--- src/rtl/truth_table_scanner.sv ---
// truth_table_scanner: sequential stimulus/response stage that walks every input
// vector of an N_IN-input combinational function in ascending order, holds each
// vector SETTLE+1 cycles, samples the function output into a truth table and
// compares that table against an expected minterm mask.
//
// Parameters:
//   N_IN    number of function inputs (vec width); table width is 2**N_IN
//   SETTLE  extra hold cycles per vector before sampling (0..15)
//   EXPECT  expected truth table, bit i = f(vec=i)
//
// Ports:
//   clk           clock, rising edge
//   rst_n         asynchronous active-low reset
//   start         scan request, accepted only when idle
//   s_in          output of the function under test
//   vec           current input vector (MSB = x, LSB = z for N_IN = 3)
//   busy          high while a scan is running
//   done          one-cycle pulse when a scan completes
//   table_out     captured truth table, bit i = s_in sampled for vec = i
//   match         table_out == EXPECT, valid from done onward
//   mismatch_cnt  number of table bits that differ from EXPECT
//
// Build option: define TT_STOP_ON_FAIL_EN to end the scan at the first sample
// that disagrees with EXPECT (vec then holds the failing index).

module truth_table_scanner #(
  parameter int unsigned        N_IN   = 3,
  parameter int unsigned        SETTLE = 1,
  parameter logic [2**N_IN-1:0] EXPECT = 8'b1110_0100
) (
  input  logic                 clk,
  input  logic                 rst_n,
  input  logic                 start,
  input  logic                 s_in,
  output logic [N_IN-1:0]      vec,
  output logic                 busy,
  output logic                 done,
  output logic [2**N_IN-1:0]   table_out,
  output logic                 match,
  output logic [N_IN:0]        mismatch_cnt
);

  localparam logic [N_IN-1:0] LastVec = {N_IN{1'b1}};
  localparam logic [N_IN-1:0] VecOne  = 1;
  localparam logic [N_IN:0]   MisOne  = 1;
  localparam logic [3:0]      Reload  = 4'(SETTLE);

  typedef enum logic [1:0] {StIdle, StHold, StSample, StFin} state_e;

  // With no settle time a vector is sampled on the very next edge.
  localparam state_e StFirst = (SETTLE == 0) ? StSample : StHold;

  state_e                state_q, state_d;
  logic [N_IN-1:0]       vec_q, vec_d;
  logic [3:0]            cnt_q, cnt_d;
  logic [2**N_IN-1:0]    table_q, table_d;
  logic [N_IN:0]         mis_q, mis_d;
  logic                  match_q, match_d;
  logic                  busy_q, busy_d;
  logic                  done_q, done_d;
  logic                  bit_fail;
  logic                  finish;

  always_comb begin
    state_d  = state_q;
    vec_d    = vec_q;
    cnt_d    = cnt_q;
    table_d  = table_q;
    mis_d    = mis_q;
    match_d  = match_q;
    busy_d   = busy_q;
    done_d   = done_q;
    bit_fail = 1'b0;
    finish   = 1'b0;

    case (state_q)
      StIdle: begin
        if (start) begin
          vec_d   = '0;
          table_d = '0;
          mis_d   = '0;
          match_d = 1'b0;
          busy_d  = 1'b1;
          cnt_d   = Reload;
          state_d = StFirst;
        end
      end

      StHold: begin
        cnt_d = cnt_q - 4'd1;
        // Counter reaches zero on this edge, so the next edge samples.
        if (cnt_q <= 4'd1) begin
          state_d = StSample;
        end
      end

      StSample: begin
        table_d[vec_q] = s_in;
        bit_fail       = (s_in != EXPECT[vec_q]);
        if (bit_fail) begin
          mis_d = mis_q + MisOne;
        end
`ifdef TT_STOP_ON_FAIL_EN
        finish = bit_fail || (vec_q == LastVec);
`else
        finish = (vec_q == LastVec);
`endif
        if (finish) begin
          busy_d  = 1'b0;
          done_d  = 1'b1;
          match_d = (table_d == EXPECT);
          state_d = StFin;
        end else begin
          vec_d   = vec_q + VecOne;
          cnt_d   = Reload;
          state_d = StFirst;
        end
      end

      StFin: begin
        done_d  = 1'b0;
        state_d = StIdle;
      end

      default: begin
        state_d = StIdle;
      end
    endcase
  end

  always_ff @(posedge clk or negedge rst_n) begin
    if (!rst_n) begin
      state_q <= StIdle;
      vec_q   <= '0;
      cnt_q   <= '0;
      table_q <= '0;
      mis_q   <= '0;
      match_q <= 1'b0;
      busy_q  <= 1'b0;
      done_q  <= 1'b0;
    end else begin
      state_q <= state_d;
      vec_q   <= vec_d;
      cnt_q   <= cnt_d;
      table_q <= table_d;
      mis_q   <= mis_d;
      match_q <= match_d;
      busy_q  <= busy_d;
      done_q  <= done_d;
    end
  end

  assign vec          = vec_q;
  assign busy         = busy_q;
  assign done         = done_q;
  assign table_out    = table_q;
  assign match        = match_q;
  assign mismatch_cnt = mis_q;

endmodule

--- config.mk ---
export PLATFORM = sky130hd
export DESIGN_NAME = truth_table_scanner
export DESIGN_NICKNAME = d
export VERILOG_FILES = /design/src/rtl/truth_table_scanner.sv
export SDC_FILE = /design/constraint.sdc
export NUM_CORES = 1
export LEC_CHECK = 0
export ABC_AREA = 1
export CORE_MARGIN = 2
export CORE_UTILIZATION = 52
export DETAILED_ROUTE_END_ITERATION = 10
export DONT_BUFFER_PORTS = 1
export PLACE_DENSITY = 0.76
export SLEW_MARGIN = 25
export SYNTH_ARGS = -nofsm -noshare
export SYNTH_HDL_FRONTEND = slang
export SYNTH_SLANG_ARGS = --single-unit
--- constraint.sdc ---
create_clock -name clk -period 1.4 [get_ports clk]
set_clock_uncertainty 0.05 [all_clocks]
set_input_delay 0.42 -clock clk [delete_from_list [all_inputs] [get_ports clk]]
set_output_delay 0.42 -clock clk [all_outputs]
set_load 0.01 [all_outputs]
sizing.png
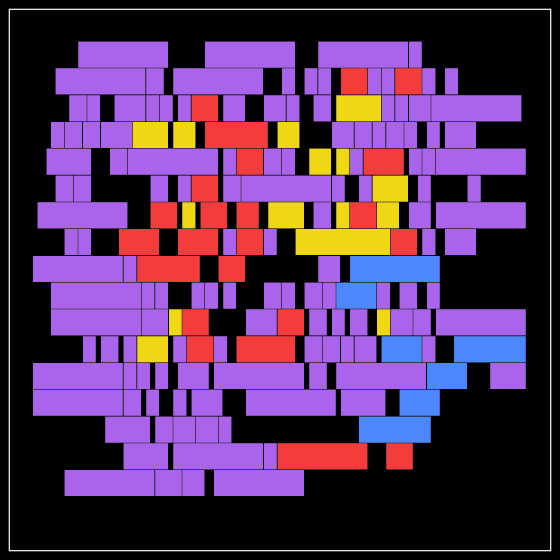
- x2: yellow (cells 15; most used inv_2)
- x1 and smaller: purple (cells 132; most used nand2_1)
- x6 and larger: blue (cells 7; most used buf_6)
- x3 and x4: red (cells 23; most used buf_4)

congestion_map.png
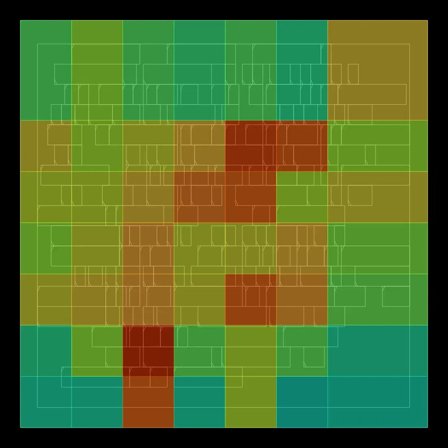
post-route core utilization: 66.26%
mean routed wirelength per cell: 13.97 um

m2.png
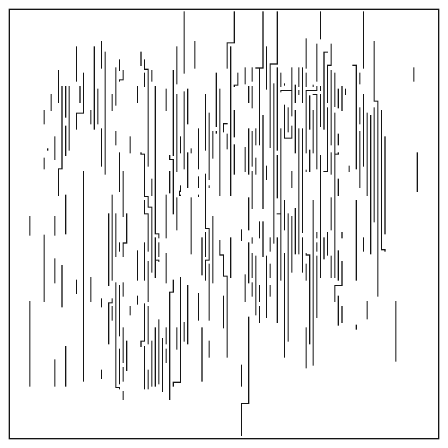
- nets with wire on the layer: 159
- wire length on this layer: 1450 um
- longest straight run: 26.9 um
- share of all routed wire: 50%
Detailed Route WL: 2891 um
vias after detailed routing: 1170
met2 GRT Util: 33.73%

util_map.png
Scale bar: 20 um. 11 x 11 tiles, from dark blue (low) to red (high), 0 to 100% covered.
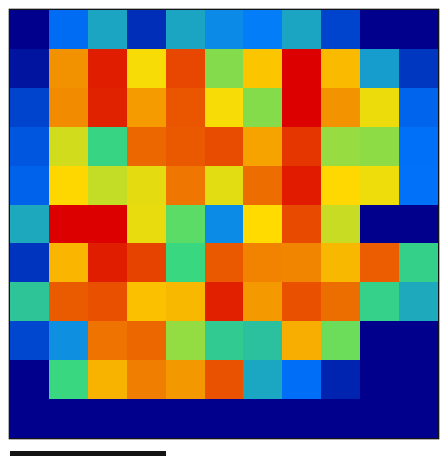
- mean over tiles: 53%
- nearly empty tiles: 17%
- tiles over 75% full: 41%
- fullest tile: 100%
- densest ninth of the die: middle
- emptiest ninth of the die: bottom right

m1.png
Cells faint in the background.
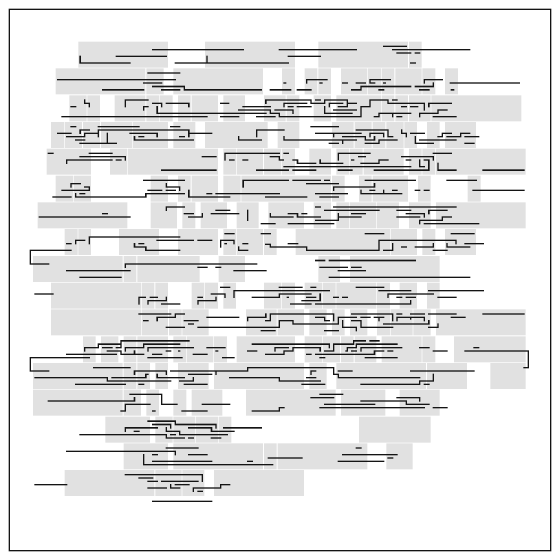
- longest straight run: 14.7 um
- nets with wire on the layer: 172

==> run notes <==
Implementation run completed; key figures follow.

Global routing:
- The run puts the number of global-route vias before repair at between 1000 and 1500.

CTS:
- The run puts the number of sinks handled by clock tree synthesis at 24.
- The run puts the total of hold buffers inserted after clock tree synthesis at 2.

Final layout:
- The run gives the share of layout cells above drive strength 1 as around 25%.
- The run puts the clock buffer count at 3.
- The run puts the number of standard cells in the final layout excluding fillers at between 200 and 250.
- The run puts the number of flip-flops in the largest register at 8.
- Counting the inverters off the clock network in the layout gives 21.
- The run puts the count of plain and timing-repair buffers in the layout at 20.

Timing:
- The run gives the setup slack after layout as -0.04935 ns.
- The run gives the number of setup violations in the final report as 4.
- Setup repair after global routing could not meet its margin everywhere.
- The run gives the highest clock frequency the design can meet as 690.0 MHz.
- The run puts the final critical path time including I/O delays and setup at ~1.4 ns.

Run status:
- The checks that failed: setup timing.
- The run finished, with violations left.

Worst setup path:
- The run gives the worst setup path endpoint as vec[0].
- In this design, the stage delay of the slowest critical-path cell is between 0.4 and 0.5 ns.
- In this run the critical path is formed by buf_6 -> buf_6.

Worst hold path:
- In this run the most critical hold path is launched from s_in.
- The run gives the worst min-delay path class as input pin to flop.

Floorplanning:
- The run gives the die outline width as about 55 um.

Power and ir drop:
- The run gives the maximum vdd drop as approximately 1.2 mV.
- The run gives the clock-net power as just over 0.3 mW.

Route:
- The run puts the routed metal-1 wirelength at 1237 um.

Logic synthesis:
- Summed over all instances, the cell type with the most area after synthesis is sky130_fd_sc_hd__dfrtp_1.
No activity file was given, so power comes from the tool's default toggle rates.
